==> src/rtl/reg_seq_pkg.sv <==
// Shared definitions for the register-load sequencer.
// Contents:
//   seq_state_e : sequencer FSM states (IDLE, LOAD, WAIT).
package reg_seq_pkg;

  // IDLE : nothing in flight; waits for a buffered word.
  // LOAD : en is high for this cycle; data holds the word being loaded.
  // WAIT : enforced idle gap between two loads.
  typedef enum logic [1:0] {
    IDLE = 2'd0,
    LOAD = 2'd1,
    WAIT = 2'd2
  } seq_state_e;

endpackage

==> src/rtl/sync_fifo.sv <==
// Single-clock FIFO buffer with a registered occupancy count.
// Ports:
//   clk, reset : clock and synchronous active-high reset
//   push/wdata : write wdata when push is high and the buffer is not full
//   pop        : drop the head entry when pop is high and the buffer is not empty
//   head       : current head entry (valid only while count != 0)
//   count      : number of stored entries, 0..DEPTH
module sync_fifo #(
  parameter int WIDTH = 4,
  parameter int DEPTH = 4
) (
  input  logic                     clk,
  input  logic                     reset,
  input  logic                     push,
  input  logic [WIDTH-1:0]         wdata,
  input  logic                     pop,
  output logic [WIDTH-1:0]         head,
  output logic [$clog2(DEPTH):0]   count
);

  localparam int AW = $clog2(DEPTH);

  logic [WIDTH-1:0] mem_q [DEPTH];
  logic [AW-1:0]    wr_ptr_q;
  logic [AW-1:0]    rd_ptr_q;
  logic [AW:0]      count_q;
  logic             do_push;
  logic             do_pop;

  // Guard both sides so occupancy can never overflow or underflow.
  assign do_push = push && (count_q < (AW+1)'(DEPTH));
  assign do_pop  = pop && (count_q != '0);

  assign head  = mem_q[rd_ptr_q];
  assign count = count_q;

  // Storage array; contents need no reset because reads are gated by count.
  always_ff @(posedge clk) begin
    if (do_push) begin
      mem_q[wr_ptr_q] <= wdata;
    end
  end

  // Pointers wrap naturally because DEPTH is a power of two.
  always_ff @(posedge clk) begin
    if (reset) begin
      wr_ptr_q <= '0;
      rd_ptr_q <= '0;
      count_q  <= '0;
    end else begin
      if (do_push) begin
        wr_ptr_q <= wr_ptr_q + AW'(1);
      end
      if (do_pop) begin
        rd_ptr_q <= rd_ptr_q + AW'(1);
      end
      case ({do_push, do_pop})
        2'b10:   count_q <= count_q + (AW+1)'(1);
        2'b01:   count_q <= count_q - (AW+1)'(1);
        default: count_q <= count_q;
      endcase
    end
  end

endmodule

==> src/rtl/reg_load_sequencer.sv <==
// Buffers producer words and replays them to a downstream register as
// one-cycle load strobes, with GAP idle cycles forced between loads.
// Ports:
//   clk, reset         : clock and synchronous active-high reset
//   in_data/in_valid   : producer word and its valid flag
//   in_ready           : word accepted on this edge if in_valid is also high
//   data               : word presented to the downstream register
//   en                 : one-cycle load strobe (high only in LOAD)
//   busy               : buffer non-empty or a load/gap in progress
//   count              : buffered words not yet issued
module reg_load_sequencer
  import reg_seq_pkg::*;
#(
  parameter int WIDTH = 4,
  parameter int DEPTH = 4,
  parameter int GAP   = 2
) (
  input  logic                   clk,
  input  logic                   reset,
  input  logic [WIDTH-1:0]       in_data,
  input  logic                   in_valid,
  output logic                   in_ready,
  output logic [WIDTH-1:0]       data,
  output logic                   en,
  output logic                   busy,
  output logic [$clog2(DEPTH):0] count
);

  localparam int CW = $clog2(DEPTH) + 1;
  localparam int GW = (GAP > 1) ? $clog2(GAP) : 1;
  localparam logic [GW-1:0] GAP_INIT = GW'((GAP > 0) ? (GAP - 1) : 0);

  seq_state_e       state_q;
  seq_state_e       state_d;
  logic [GW-1:0]    gap_q;
  logic [GW-1:0]    gap_d;
  logic [WIDTH-1:0] data_q;
  logic [WIDTH-1:0] fifo_head;
  logic [CW-1:0]    fifo_count;
  logic             push_s;
  logic             pop_s;
  logic             nonempty_s;

  // No pass-through: a full buffer refuses even if a pop happens this edge.
  assign in_ready   = !reset && (fifo_count < CW'(DEPTH));
  assign push_s     = in_valid && in_ready;
  assign nonempty_s = (fifo_count != '0);

  sync_fifo #(
    .WIDTH (WIDTH),
    .DEPTH (DEPTH)
  ) u_fifo (
    .clk   (clk),
    .reset (reset),
    .push  (push_s),
    .wdata (in_data),
    .pop   (pop_s),
    .head  (fifo_head),
    .count (fifo_count)
  );

  assign en    = (state_q == LOAD);
  assign data  = data_q;
  assign count = fifo_count;
  assign busy  = nonempty_s || (state_q != IDLE);

  // Next-state logic; every pop moves the head word into data and enters LOAD.
  always_comb begin
    state_d = state_q;
    gap_d   = gap_q;
    pop_s   = 1'b0;
    case (state_q)
      IDLE: begin
        if (nonempty_s) begin
          pop_s   = 1'b1;
          state_d = LOAD;
        end else begin
          state_d = IDLE;
        end
      end
      LOAD: begin
        if (GAP > 0) begin
          state_d = WAIT;
          gap_d   = GAP_INIT;
        end else if (nonempty_s) begin
          pop_s   = 1'b1;
          state_d = LOAD;
        end else begin
          state_d = IDLE;
        end
      end
      WAIT: begin
        // Counter runs GAP-1 down to 0, giving exactly GAP cycles in WAIT.
        if (gap_q != '0) begin
          gap_d = gap_q - GW'(1);
        end else if (nonempty_s) begin
          pop_s   = 1'b1;
          state_d = LOAD;
        end else begin
          state_d = IDLE;
        end
      end
      default: begin
        state_d = IDLE;
      end
    endcase
  end

  // State, gap counter and output data register.
  always_ff @(posedge clk) begin
    if (reset) begin
      state_q <= IDLE;
      gap_q   <= '0;
      data_q  <= '0;
    end else begin
      state_q <= state_d;
      gap_q   <= gap_d;
      if (pop_s) begin
        data_q <= fifo_head;
      end
    end
  end

endmodule

==> config.mk <==
export PLATFORM = sky130hd
export DESIGN_NAME = reg_load_sequencer
export DESIGN_NICKNAME = d
export VERILOG_FILES = /design/src/rtl/reg_seq_pkg.sv /design/src/rtl/sync_fifo.sv /design/src/rtl/reg_load_sequencer.sv
export SDC_FILE = /design/constraint.sdc
export NUM_CORES = 1
export LEC_CHECK = 0
export CAP_MARGIN = 20
export CORE_MARGIN = 2
export CORE_UTILIZATION = 57
export CTS_CLUSTER_DIAMETER = 80
export DETAILED_ROUTE_END_ITERATION = 12
export GPL_ROUTABILITY_DRIVEN = 0
export PLACE_DENSITY_LB_ADDON = 0.05
export RECOVER_POWER = 100
export SYNTH_ARGS = -nofsm -noshare
export SYNTH_HDL_FRONTEND = slang
export SYNTH_SLANG_ARGS = --single-unit
==> constraint.sdc <==
create_clock -name clk -period 4.5 [get_ports clk]
set_input_delay 1.35 -clock clk [delete_from_list [all_inputs] [get_ports clk]]
set_output_delay 1.35 -clock clk [all_outputs]
set_load 0.05 [all_outputs]
Fig. 1: power grid
Scale bar: 20 µm. Pins as bars on the die edge. Tap cells in grey.
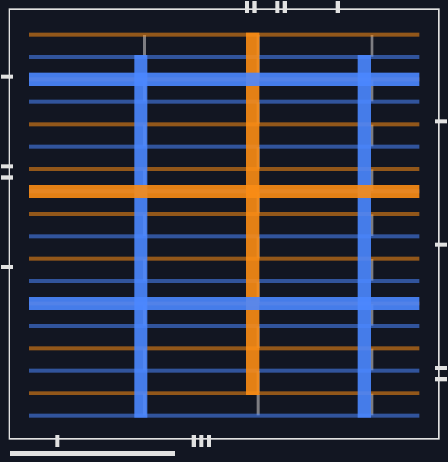
- orange: VDD
- blue: VSS
- tap cells: 28
- met1 rails: 18

Fig. 2: cell classes on the final placement
Scale bar: 20 µm.
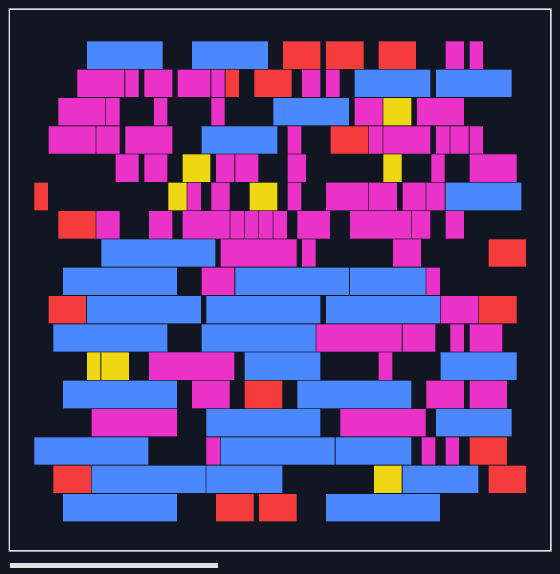
- red: remaining buffers and delay cells (cells 17; share of their area 10%)
- yellow: clock drivers and dummy loads (cells 8; share of their area 3.4%)
- magenta: remaining logic cells (cells 69; share of their area 36%)
- blue: sequential cells (cells 30; share of their area 51%)

==> run summary <==
P_sw - 0.477 mW
met3 routed wirelength - 83 µm
most used routing layer - met2
CP Launch Type - input port
worst min path class - reg -> reg
top cells by count, synth - edfxtp_1, dfxtp_1, nor2_1, inv_1, ha_1
Clk pwr share - 13.9%
Power per Cell Area - 708 nW/µm²
final core utilization - 70.2%
crit-path max cell delay - 0.57 ns
Die Y - 51.9 µm
count of input and output buffers - 16
Pwr top - combinational logic
CP required - 3.15 ns
Sequential Area - 761 µm²
GRT met2 Usage - 30.0%
RSZ-0062 raised after global routing - no
XOR Share, Synth - 3.34%
Post-DP HPWL - 1490 µm
post-route ant nets - 0
Hold Path Origin - state_q[0]
die footprint - 2700 µm²
status - finished clean
cell taking the most area after synthesis - edfxtp_1
part of the power in registers - 36.1%
Synth-to-Final Area Change - 17.5%
Fig. 3: clock wires, drivers and flops
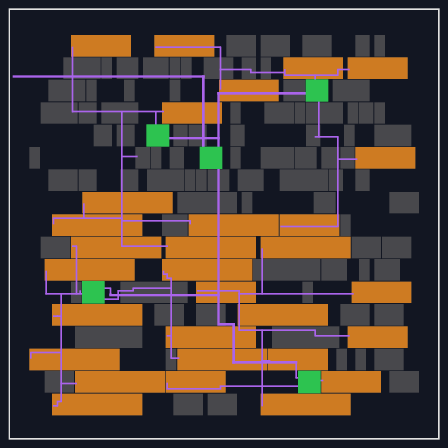
- orange: flip-flops (count 30)
- purple: clock wires (length 372 µm)
- green: clock-net drivers (count 5)
- flops lie: spread over the die
- routed clock nets: 6

Power figures rest on the tool's default switching activity, not on a simulated workload.
